Design alu_host_bridge_flat, sky130hd; sources not shown.
### Metal 1, run 1

The bar under the picture is 20 um long. Supply wires on this layer in gray.
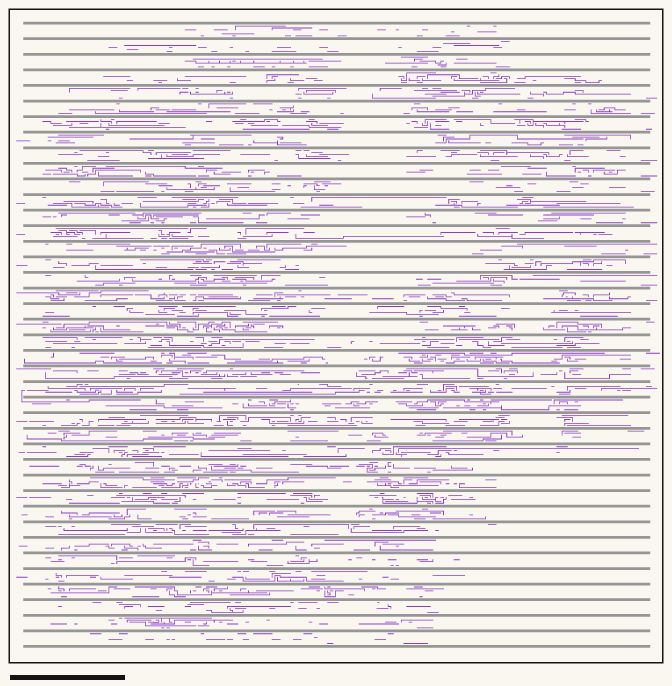
nets with wire on the layer = 818
wire length on this layer = 5790 um
vias: 5066
Routed WL: 14100 um

### Met2 routing, run 1

Cells faint in the background.
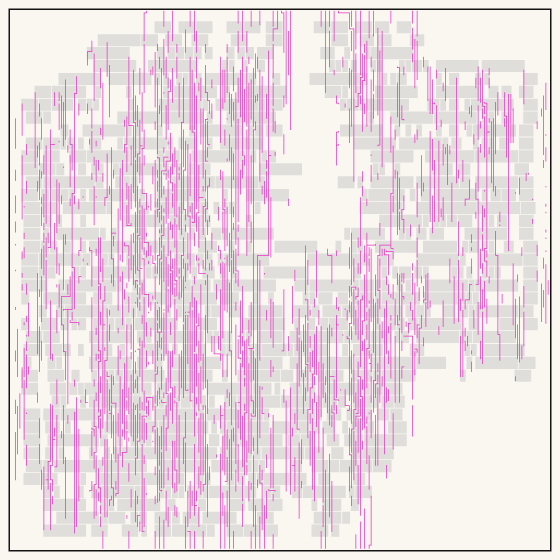
main direction = vertical
longest straight run = 46.1 um
met2 Use GR: 0.406

### The metal 3 layer, run 1

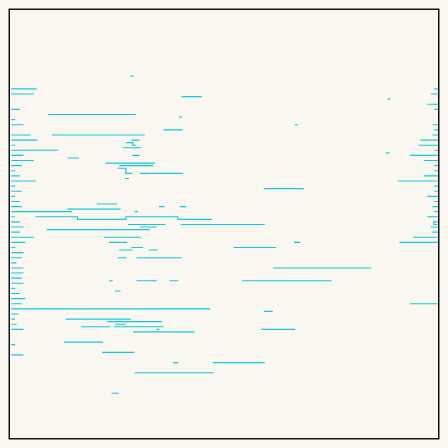
main direction = horizontal
share of all routed wire = 5.5%
longest straight run = 52.7 um
nets with wire on the layer = 116
met3 usage: 0.0430

==> impl_metrics.csv, run 1 <==
group,metric,value,unit
run_status,status,"finished with violations",
run_status,violations,"negative setup slack",
routing,wl_met1,5790,um
critical_path,reg2reg_depth,9,
pwr,pwr-share-clk,0.167,
synth,ys_area,5430,sq um
run,drv_cap,0,
routing,wl_met2,7270,um
pwr,seqPwrFrac,0.370,
sta,finalCritPeriodShare,1.27,
floorplanning,die_x,114,um
synth,synth_warnings,0,
critical_path,cp_max_fo,7,
floorplanning,io_pins,126,
clocking,cts_max_level,3,
critical_path,cp_cell_sequence,"inv_4 -> buf_6 -> nor2_1 -> o211ai_1 -> nand2_1 -> nor2_2 -> buf_2",
synth,topCellsByArea,"dfrtp_1 52%, nand2_1 18%, nand3_1 7.2%",
clocking,cts_buffers,9,
synth,postSynth.asyncResetShare,1.00,
global_routing,grt_usage,0.226,
synth,synthTopCellsByCount,"262 x nand2_1, 112 x dfrtp_1, 78 x nand3_1",
layout,diodes,0,
pwr,ir_drop,691,uV
sta,slew_headroom,0.667,
floorplanning,num_rows,40,
global_routing,overflow,0,
sta,hold_violations,0,
clocking,hold_buffers,0,
synth,yosysMostFrequentCell,"nand2_1",
routing,antenna_left,0,
critical_path,crit_family,"flip-flops",
pwr,intPower,6340,uW
synth,syn_inst,680,
run,warning_count,29,
sta,fin_crit,2.54,ns
critical_path,worst-path-buf-inv,3,
synth,syn_avg_cell_area,7.98,sq um
routing,wl_per_cell,14.4,um
critical_path,path_class,"flop to output port",
place,gp_congestion,0.918,
floorplanning,die_y,114,um
critical_path,r2r_slack,0.02,ns
pwr,pwr-share-comb,0.463,
synth,synthFlopType,"dfrtp_1",
pwr,power_density,1410,nW/um^2
layout,flop_area,2810,sq um
layout,utilization,0.633,
layout,syn_to_final_growth,38.9,%
worst_hold_path,hold_path.class,"input pin to asynchronous set/reset pin",
global_routing,first_global_vias,5037,
layout,fillers,996,
critical_path,cp_data_required_time,1.20,ns
synth,yosys_cells,680,
clocking,clock-sinks,112,
sta,fmax,394,MHz
routing,wl_met3,773,um
critical_path,max_stage_delay,0.49,ns
synth,synth_cell_type_count,32,
critical_path,crit_arrival,1.74,ns
sta,layout_setup_ws,-0.535,ns
synth,numSynthFlops,112,
sta,worst-slew-pin-transition,0.499,ns
clocking,path_clk_slew,0.07,ns
critical_path,cp.depth,7,
clocking,root_buffer,"clkbuf_16",
clocking,cts_tree,"yes",
place,post-dp-hpwl,9780,um
synth,edf_count,0,
global_routing,grt_max_degree,78,
layout,final_nets,912,
place,port_buffers,125,
routing,first_pass_iters,5,
sta,rsz0062_at_grt,"yes",
floorplanning,die_area,13000,sq um
sta,setup_viol,11,
synth,ys_seq_frac,0.516,
synth,syn-num-nets,762,
global_routing,grt_antenna_before_repair,0,
layout,drive_gt1_frac,0.174,
sta,slew_violations,0,
floorplanning,core-area,11900,sq um
==> run 1: layer usage <==
| layer | vias up | track usage |
|---|---|---|
| li1 | 2489 | - |
| met1 | 2370 | 0.273 |
| met5 | - | 0 |
| met2 | 178 | 0.406 |
| met4 | 0 | 0.0772 |
| met3 | 29 | 0.0430 |
==> run 1: through the flow <==
stage,worst slack (ns),power [uW],setup TNS (ns),instance area (sq um),instances
finish,-0.535,10600,-3.90,7540,981
global route,-0.563,11400,-5.34,7540,981
CTS,-0.476,10400,-4.59,7400,971
detailed placement,-0.503,8550,-17.61,7040,946
global placement,-0.491,8380,-13.03,7040,946
floorplan,0.0117,6530,0,5450,680
==> run 1: layout by cell type (no fill, tap or decap), types with 4 or more instances in the layout <==
| cell | synthesis | final |
|---|---|---|
| o21ai_1 | 5 | 11 |
| buf_12 | 0 | 12 |
| nor2_1 | 65 | 54 |
| dfrtp_1 | 112 | 110 |
| nand3b_1 | 4 | 4 |
| buf_4 | 6 | 30 |
| nand2_2 | 20 | 24 |
| buf_2 | 19 | 14 |
| buf_6 | 5 | 12 |
| dlygate4sd2_1 | 0 | 34 |
| nand2_1 | 262 | 257 |
| o211ai_1 | 8 | 8 |
| o21ai_0 | 35 | 28 |
| nand2_4 | 4 | 5 |
| nand3_1 | 78 | 78 |
| nor2_2 | 2 | 12 |
| inv_1 | 11 | 10 |
| o22ai_1 | 9 | 9 |
| clkdlybuf4s50_1 | 0 | 75 |
| clkbuf_16 | 0 | 10 |
==> run 1: worst register-to-register path, delay by kind of cell, from the launching register on <==
family	cells	cell delay, ns
AND-OR/OR-AND	1	0.07
adder cells (fa/ha/maj)	2	0.33
buffers and inverters	3	0.49
flip-flops	1	0.49
AND/OR/NAND/NOR	3	0.34
==> run 1: final cells by class <==
type / count / share of cell area
tap: 147 / 0.0244
multi-input combinational: 512 / 0.323
timing repair buffer: 180 / 0.234
sequential: 112 / 0.372
clock inverter: 4 / 0.00498
inverter: 15 / 0.00814
clock buffer: 11 / 0.0335
==> run 1: cells by family (layout without fill, tap and decap cells) <==
kind of cell / Yosys count / count (layout) / share of synthesized area
AND/OR/NAND/NOR: 445 / 446 / 0.354
flip-flops: 112 / 112 / 0.516
AND-OR/OR-AND: 61 / 61 / 0.0636
buffers and inverters: 57 / 210 / 0.0553
adder cells (fa/ha/maj): 4 / 4 / 0.00922
XOR/XNOR: 1 / 1 / 0.00161
==> run 1: power groups by stage <==
| stage | clock network [uW] | registers, uW | logic (uW) |
|---|---|---|---|
| CTS | 1800 | 3910 | 4700 |
| global placement | 0 | 3910 | 4470 |
| finish | 1770 | 3920 | 4910 |
| detailed placement | 0 | 3930 | 4620 |
| floorplan | 0 | 3850 | 2680 |
| global route | 1900 | 4020 | 5460 |
==> run 1: repair_timing <==
| action | 4_1_cts | 5_1_grt |
|---|---|---|
| resized | 121 | 15 |
| endpoints found under the setup margin | 115 | 91 |
| cloned | 3 | 3 |
| setup buffers | 7 | 9 |
| pin swaps | 11 | 7 |
### Routing congestion map, run 1

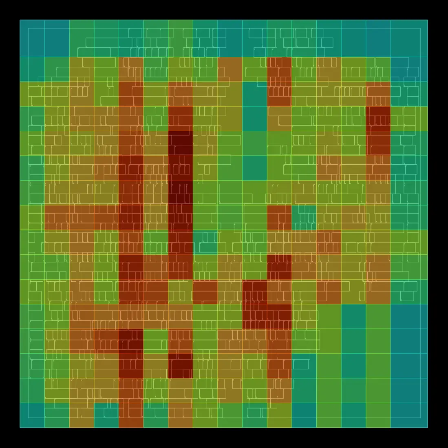

==> inputs of run 2 (changes only) <==
--- a/config.mk
+++ b/config.mk
@@ -11,7 +11,7 @@
 export CTS_CLUSTER_SIZE = 30
 export DETAILED_ROUTE_END_ITERATION = 7
 export HOLD_SLACK_MARGIN = 0.03
-export PLACE_DENSITY = 0.84
+export PLACE_DENSITY = 0.76
 export SLEW_MARGIN = 40
 export SYNTH_ARGS = -nofsm -noshare
 export SYNTH_HDL_FRONTEND = slang
### Routing congestion map, run 2

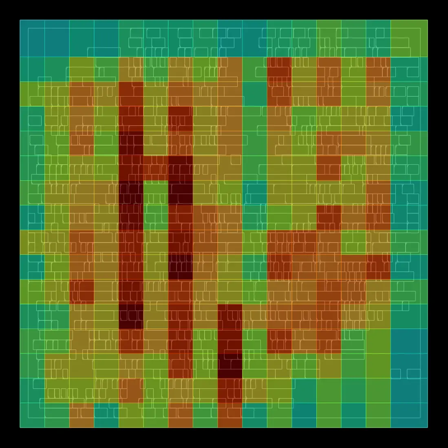
met1 Resource Use GR: 0.307
met3 usage: 0.0372

### M4 wires, run 2

The bar under the picture is 20 um long. Supply wires on this layer in gray.
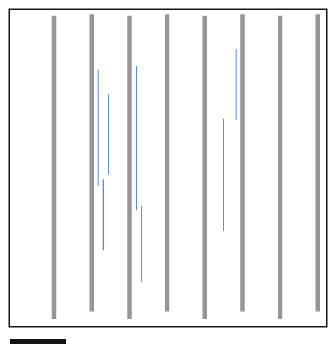
nets with wire on the layer = 5
wire length on this layer = 239 um
share of all routed wire = 1.6%
longest straight run = 51.7 um
main direction = vertical
Routed WL: 15400 um
vias: 5195

==> run 2 against run 1 <==
The run still ends with negative setup slack left. Cell count is 1.4% higher. Routed wire length up 8.8%. Flip-flop count is the same. Critical path depth increased by 1. Critical endpoint unchanged.
==> impl_metrics.csv, run 2 <==
group,metric,value,unit
synth,syn_avg_cell_area,7.98,sq um
critical_path,r2r_slack,-0.12,ns
synth,synthTopCellsByCount,"262 x nand2_1, 112 x dfrtp_1, 78 x nand3_1",
sta,fmax,394,MHz
synth,yosys.area.top_type_share,0.516,
layout,syn_to_final_growth,42.1,%
floorplanning,num_rows,40,
clocking,cts_buffers,9,
clocking,insertion_delay,0.36,ns
sta,hold_violations,0,
routing,antenna_left,0,
critical_path,cp_cell_sequence,"buf_6 -> nor2_1 -> nor2_1 -> o21ai_0 -> o211ai_1 -> nand2_1 -> nor2_2 -> buf_2",
routing,wl_per_cell,15.5,um
synth,numSynthFlops,112,
floorplanning,core-area,11900,sq um
layout,final_nets,925,
global_routing,grt_usage,0.231,
clocking,clock-sinks,112,
clocking,cts_tree,"yes",
pwr,power_density,1420,nW/um^2
layout,mostFrequentLayoutCells,"259 x nand2_1, 111 x dfrtp_1, 78 x nand3_1",
sta,layout_setup_ws,-0.540,ns
run_status,status,"finished with violations",
worst_hold_path,hold_path.class,"flop to flop",
floorplanning,die_y,114,um
synth,syn-num-nets,762,
sta,worst-slew-pin-transition,0.454,ns
place,post-dp-hpwl,10100,um
clocking,path_clk_slew,0.07,ns
synth,synthFlopType,"dfrtp_1",
global_routing,grt_max_degree,66,
place,gp_congestion,0.876,
sta,fin_crit,2.54,ns
routing,first_pass_iters,5,
critical_path,crit_arrival,1.74,ns
floorplanning,die_x,114,um
critical_path,reg2reg_depth,9,
clocking,root_buffer,"clkbuf_16",
sta,tns,-5.70,ns
synth,ys_sh_adder,0.00922,
run,warning_count,29,
synth,synthTopLogicFamily,"simple AND/OR/NAND/NOR gates",
sta,rsz0062_at_grt,"yes",
sta,slew_violations,0,
synth,postSynth.asyncResetShare,1.00,
synth,synthAoiAreaFrac,0.0636,
synth,ys_area,5430,sq um
floorplanning,io_pins,126,
sta,setup_viol,26,
synth,synth_warnings,0,
layout,diodes,0,
place,placed_area,7030,sq um
sta,finalCritPeriodShare,1.27,
synth,ys_sh_simple,0.354,
synth,yosys_cells,680,
critical_path,max_stage_delay,0.46,ns
pwr,ir_drop,935,uV
clocking,cts_max_level,3,
global_routing,grt_antenna_before_repair,0,
run_status,violations,"negative setup slack",
synth,topCellsByArea,"dfrtp_1 52%, nand2_1 18%, nand3_1 7.2%",
sta,slew_headroom,0.697,
layout,final_area,7710,sq um
synth,synth_cell_type_count,32,
synth,ys_seq_frac,0.516,
global_routing,overflow,0,
global_routing,first_global_vias,4838,
critical_path,path_class,"flop to output port",
synth,edf_count,0,
layout,drive_gt1_frac,0.191,
floorplanning,die_area,13000,sq um
critical_path,cp_max_fo,8,
critical_path,cp_data_required_time,1.20,ns
run,drv_cap,0,
synth,xor_area_frac,0.00161,
-- run 2: critical path: cells and delay by family (launching register included) --
family,cells,cell delay (ns)
DFF,1,0.46
and+or+nand+nor,4,0.36
buffers and inverters,2,0.30
AOI/OAI and AO/OA,2,0.27
-- run 2: area by class of cell --
cell class	instances	area, sq um
fillers	1032	4200
flip-flops and latches	112	2800
multi-input cells	512	2450
repair buffers	193	1930
clock buffers	10	229
well taps	147	184
inverters	15	66.3
clock inverters	6	50.0
-- run 2: cell families (layout without fill, tap and decap cells) --
| family | count (synthesis) | in the layout |
|---|---|---|
| compound gates | 61 | 61 |
| fa+ha+maj | 4 | 4 |
| flops | 112 | 112 |
| simple gates | 445 | 446 |
| xor+xnor | 1 | 1 |
| buf+inv | 57 | 224 |
-- run 2: timing repair --
item	CTS	global route
pin swaps	26	12
gates resized	136	22
hold buffers	1	0
buffers inserted	11	7
setup endpoints to repair	90	84
cloned	5	7
hold endpoints to repair	21	0
-- run 2: per-layer routing --
metal  routed length [um]  GRT usage
met2                 7740      0.384
met4                  239     0.0837
met5                    0          0
met3                  841     0.0372
met1                 6560      0.307
-- run 2: report_power, final --
part / leakage [uW] / internal (uW) / switching [uW]
sequential: 0.00143 / 3210 / 701
combinational: 0.00240 / 2430 / 2900
clock: 0.000135 / 865 / 875
-- run 2: through the flow --
| step | utilization | setup WS, ns | power, uW | instances | hold WS [ns] |
|---|---|---|---|---|---|
| after floorplan | - | 0.0117 | 6530 | 680 | 0.104 |
| after global placement | 0.590 | -0.521 | 8310 | 949 | 0.248 |
| after detailed placement | 0.590 | -0.550 | 8480 | 949 | 0.256 |
| after CTS | 0.629 | -0.489 | 10500 | 982 | 0.272 |
| after global routing | 0.647 | -0.633 | 11800 | 995 | 0.295 |
| final | 0.647 | -0.540 | 11000 | 995 | 0.267 |
Power and IR drop assume default switching activity.
